===== src/rtl/reservation_station.sv =====
// Age-ordered reservation station with busy-table wakeup and oldest-ready issue.
// Optional RS_WAKEUP_BYPASS_EN lets a same-cycle wakeup feed issue selection.
module reservation_station #(
  parameter int DEPTH     = 8,
  parameter int NUM_PREGS = 64
) (
  input  logic        clk,
  input  logic        rst,
  input  logic        in_valid,
  output logic        in_ready,
  input  logic [6:0]  in_opcode,
  input  logic [5:0]  in_ps1,
  input  logic [5:0]  in_ps2,
  input  logic [5:0]  in_pd,
  input  logic [31:0] in_instr,
  input  logic        wb_valid,
  input  logic [5:0]  wb_preg,
  output logic        iss_valid,
  input  logic        iss_ready,
  output logic [6:0]  iss_opcode,
  output logic [5:0]  iss_ps1,
  output logic [5:0]  iss_ps2,
  output logic [5:0]  iss_pd,
  output logic [31:0] iss_instr,
  input  logic        flush,
  output logic [4:0]  count
);

  typedef struct packed {
    logic [6:0]  op;
    logic [5:0]  ps1;
    logic [5:0]  ps2;
    logic [5:0]  pd;
    logic [31:0] instr;
    logic        r1;
    logic        r2;
  } ent_t;

  localparam logic [4:0] DEPTH_C = 5'(DEPTH);

  ent_t                 ent_q [DEPTH];
  ent_t                 ent_d [DEPTH];
  ent_t                 ent_w [DEPTH+1];
  ent_t                 new_e;
  logic [4:0]           cnt_q, cnt_d, cnt_post;
  logic [NUM_PREGS-1:0] busy_q, busy_d;
  logic [DEPTH-1:0]     rdy;
  logic [4:0]           sel;
  logic                 in_fire, iss_fire;

  function automatic logic no_rs1(input logic [6:0] op);
    return op inside {7'b0110111, 7'b0010111, 7'b1101111};
  endfunction

  function automatic logic no_rs2(input logic [6:0] op);
    return no_rs1(op) ||
      (op inside {7'b0010011, 7'b0000011, 7'b1100111});
  endfunction

  function automatic logic has_rd(input logic [6:0] op);
    return !(op inside {7'b0100011, 7'b1100011});
  endfunction

  // Resident entries with this cycle's wakeup folded in; extra slot feeds the tail shift
  always_comb begin
    for (int i = 0; i < DEPTH; i++) begin
      ent_w[i] = ent_q[i];
      if (wb_valid && ent_q[i].ps1 == wb_preg)
        ent_w[i].r1 = 1'b1;
      if (wb_valid && ent_q[i].ps2 == wb_preg)
        ent_w[i].r2 = 1'b1;
    end
    ent_w[DEPTH] = '0;
  end

  always_comb begin
    for (int i = 0; i < DEPTH; i++) begin
`ifdef RS_WAKEUP_BYPASS_EN
      rdy[i] = (5'(i) < cnt_q) && ent_w[i].r1 && ent_w[i].r2;
`else
      rdy[i] = (5'(i) < cnt_q) && ent_q[i].r1 && ent_q[i].r2;
`endif
    end
  end

  always_comb begin
    iss_valid  = 1'b0;
    sel        = '0;
    iss_opcode = '0;
    iss_ps1    = '0;
    iss_ps2    = '0;
    iss_pd     = '0;
    iss_instr  = '0;
    for (int i = DEPTH-1; i >= 0; i--) begin
      if (rdy[i]) begin
        iss_valid  = 1'b1;
        sel        = 5'(i);
        iss_opcode = ent_q[i].op;
        iss_ps1    = ent_q[i].ps1;
        iss_ps2    = ent_q[i].ps2;
        iss_pd     = ent_q[i].pd;
        iss_instr  = ent_q[i].instr;
      end
    end
  end

  always_comb begin
    in_ready = cnt_q < DEPTH_C;
    in_fire  = in_valid && in_ready;
    iss_fire = iss_valid && iss_ready;
    cnt_post = cnt_q - {4'd0, iss_fire};
    cnt_d    = cnt_post + {4'd0, in_fire};

    new_e.op    = in_opcode;
    new_e.ps1   = in_ps1;
    new_e.ps2   = in_ps2;
    new_e.pd    = in_pd;
    new_e.instr = in_instr;
    new_e.r1    = no_rs1(in_opcode) || !busy_q[in_ps1] ||
                  (wb_valid && wb_preg == in_ps1);
    new_e.r2    = no_rs2(in_opcode) || !busy_q[in_ps2] ||
                  (wb_valid && wb_preg == in_ps2);

    // Slots at and above the issued one shift down; new entry lands at the tail
    for (int i = 0; i < DEPTH; i++) begin
      ent_d[i] = (iss_fire && 5'(i) >= sel) ? ent_w[i+1] : ent_w[i];
      if (in_fire && 5'(i) == cnt_post)
        ent_d[i] = new_e;
    end

    busy_d = busy_q;
    if (wb_valid)
      busy_d[wb_preg] = 1'b0;
    if (in_fire && has_rd(in_opcode))
      busy_d[in_pd] = 1'b1;
  end

  assign count = cnt_q;

  always_ff @(posedge clk or posedge rst) begin
    if (rst) begin
      cnt_q  <= '0;
      busy_q <= '0;
      for (int i = 0; i < DEPTH; i++)
        ent_q[i] <= '0;
    end else if (flush) begin
      cnt_q  <= '0;
      busy_q <= '0;
    end else begin
      cnt_q  <= cnt_d;
      busy_q <= busy_d;
      for (int i = 0; i < DEPTH; i++)
        ent_q[i] <= ent_d[i];
    end
  end

endmodule


===== config.mk =====
export PLATFORM = sky130hd
export DESIGN_NAME = reservation_station
export DESIGN_NICKNAME = d
export VERILOG_FILES = /design/src/rtl/reservation_station.sv
export SDC_FILE = /design/constraint.sdc
export NUM_CORES = 2
export LEC_CHECK = 0
export ABC_AREA = 1
export CAP_MARGIN = 5
export CORE_UTILIZATION = 33
export DETAILED_ROUTE_END_ITERATION = 7
export SYNTH_ARGS = -nofsm -noshare
export SYNTH_HDL_FRONTEND = slang
export SYNTH_SLANG_ARGS = --single-unit

===== constraint.sdc =====
create_clock -name clk -period 23.3 [get_ports clk]
set_clock_uncertainty 0.05 [all_clocks]
set_input_delay 4.66 -clock clk [delete_from_list [all_inputs] [get_ports clk]]
set_output_delay 4.66 -clock clk [all_outputs]
set_load 0.03 [all_outputs]

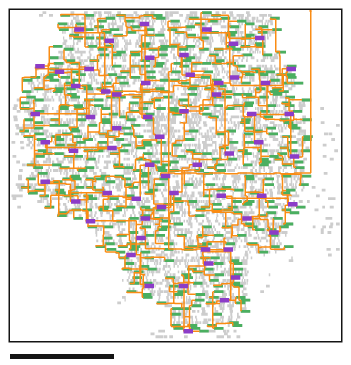
**Above:** clock network drawn from the DEF.
Scale bar: 100 um.
legend:
  cells driving clock nets:
    colour: purple
    count: 61
  flip-flops:
    colour: green
    count: 541
  clock wires:
    colour: orange
    length: 8540 um
flops lie: all over the die
routed clock nets: 62

==> results.txt <==
Implementation results

The run finished with clean final reports. The cell-internal power is 2414 uW. The final critical path takes up 43.75% of the cycle. The global routing report lists met3 layer usage as 4.743%. The largest net degree at the start of global routing is 103. The yosys warning tally is 0. In the final layout, flip-flops and latches occupy 13540 sq um. TritonCTS built the clock tree. Yosys reported a register bit count of 541. After filler insertion, the fill cell instance count of the layout stands at 10440. The count of final max-slew check failures is 0. The critical path's slowest cell is sky130_fd_sc_hd__clkdlybuf4s50_1.

Looking at the power breakdown, the clock network takes 20.9% of the total. Of the combinational cells, the family taking the most area is simple AND/OR/NAND/NOR gates. The setup TNS is 0 ns. Clock latency on the worst-skew pair, taken at its later pin, is 0.69 ns. The launch point of the worst hold path is ent_q[446]$_DFFE_PP0P_. The number of placed instances, taps included, is 5894. The synthesized area per cell is 6.929 sq um. Input and output buffers added on the ports amount to 132. The violation tally recorded at the end of detailed-routing iteration 0 is 4374. The count of cell instances traversed by the critical path is 11. The total iterations of the first detailed-routing run is 6. The register with the highest flop count is ent_q. Multi-input combinational cells in the finished layout were counted as 3467.

Per the synthesis report, the XOR/XNOR share of the synthesized area is 0.6585%. The die span in x is 319.4 um. In the hold report, the worst path ends at ent_q[446]$_DFFE_PP0P_. By count the netlist is led by sky130_fd_sc_hd__nand2_1 (1237), sky130_fd_sc_hd__o21ai_0 (558), sky130_fd_sc_hd__dfrtp_1 (541). The cell area that synthesis handed to floorplanning was 33250 sq um. Of the total standard cell area in the layout, the sequential portion is 36.41%. The count of library flops with an enable pin is 0.

The layout summary lists the proportion of cells stronger than drive strength 1 as 5.167%. Across every metal layer, demand over resource in global routing totals 26.21%. The routed length on met2 is 59.50 mm. The first global-routing pass estimated 207.5 mm of wire.

Looking at the gate-level netlist, the highest instance count belongs to sky130_fd_sc_hd__nand2_1. The inverter tally of the final layout excluding the clock network is 385. The highest fanout seen on the critical path is 32. The register-to-register setup slack is 15.18 ns. The script logs the ratio of routed vias to standard cells as 5.789. The initial core utilization is 33.25%.

The count of clock buffers in the final design is 85. The largest vdd supply drop is 0.1601 mV. For this run, global-route usage on met1 was measured as 36.18%. The number of distinct library cell variants in the gate-level netlist after synthesis is 46. The number of clock buffers added by TritonCTS is 61. The script extracted a total leakage power of 0.01644 uW. The placeable core region is 100000 sq um. The initial antenna violation count was 3. Once layout is complete, the cells apart from fillers number 6003. Looking at the global route congestion table, the highest-usage layer is met2. The transition time recorded at the tightest slew-check pin is 1.334 ns. The sequential fraction of the synthesis area is 40.71%. The post-synthesis to final-layout area growth is 11.82%. The final instance area is 37180 sq um.

For this run, the chip area from Yosys synthesis comes to 33250 sq um. The power attributed to combinational cells is 2370 uW. The final cell utilization of the core is 37.18%. The share of synthesized cell area in and, or, nand and nor gates is 26.53%.

For this run, asynchronously set or reset flops after synthesis account for 100.0%. The worst slack after detailed placement is 12.94 ns. The critical path starts at count[3]$_DFF_PP0_. Setup repair after global routing left no endpoint under its margin. The worst setup path is of the reg -> out kind. The sequential cell fraction of total power is 30.2%.

The min-delay analysis places its worst path in the category reg -> reg. The capture point of the worst register-to-register path is recorded as ent_q[343]$_DFFE_PP0P_. The cell family contributing the most delay on the critical path is simple AND/OR/NAND/NOR gates. The post-synthesis cell count from yosys is 4799.

The number of buffers inserted for hold repair after clock tree synthesis is 0. The residual antenna-violating net count after detailed routing is 0. Data on the critical path is required at its endpoint by 18.59 ns. The finished design was reported to have a net count of 4732.
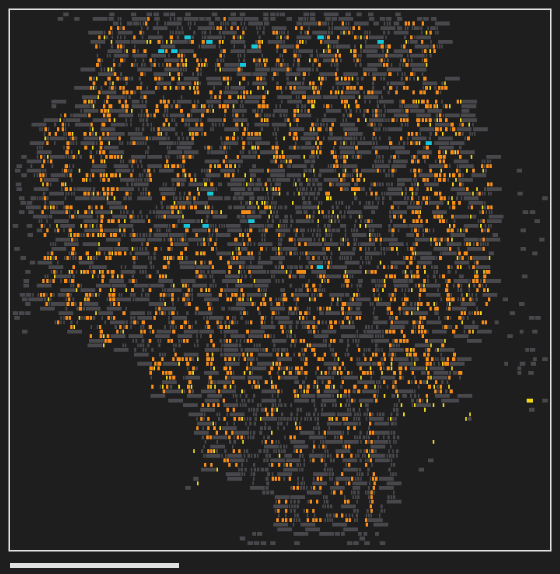
**Above:** selected gate families.
Scale bar: 100 um.
legend:
  inverters:
    colour: yellow
    cells: 385
    most_used: inv_1
  inverting AOI/OAI gates:
    colour: orange
    cells: 1325
    most_used: o21ai_0
  multiplexers:
    colour: cyan
    cells: 14
    most_used: mux2_2
logic share of the area: 44.82%
highest-count logic cell in the final layout: sky130_fd_sc_hd__nand2_1

No activity file was given, so power comes from the tool's default toggle rates.
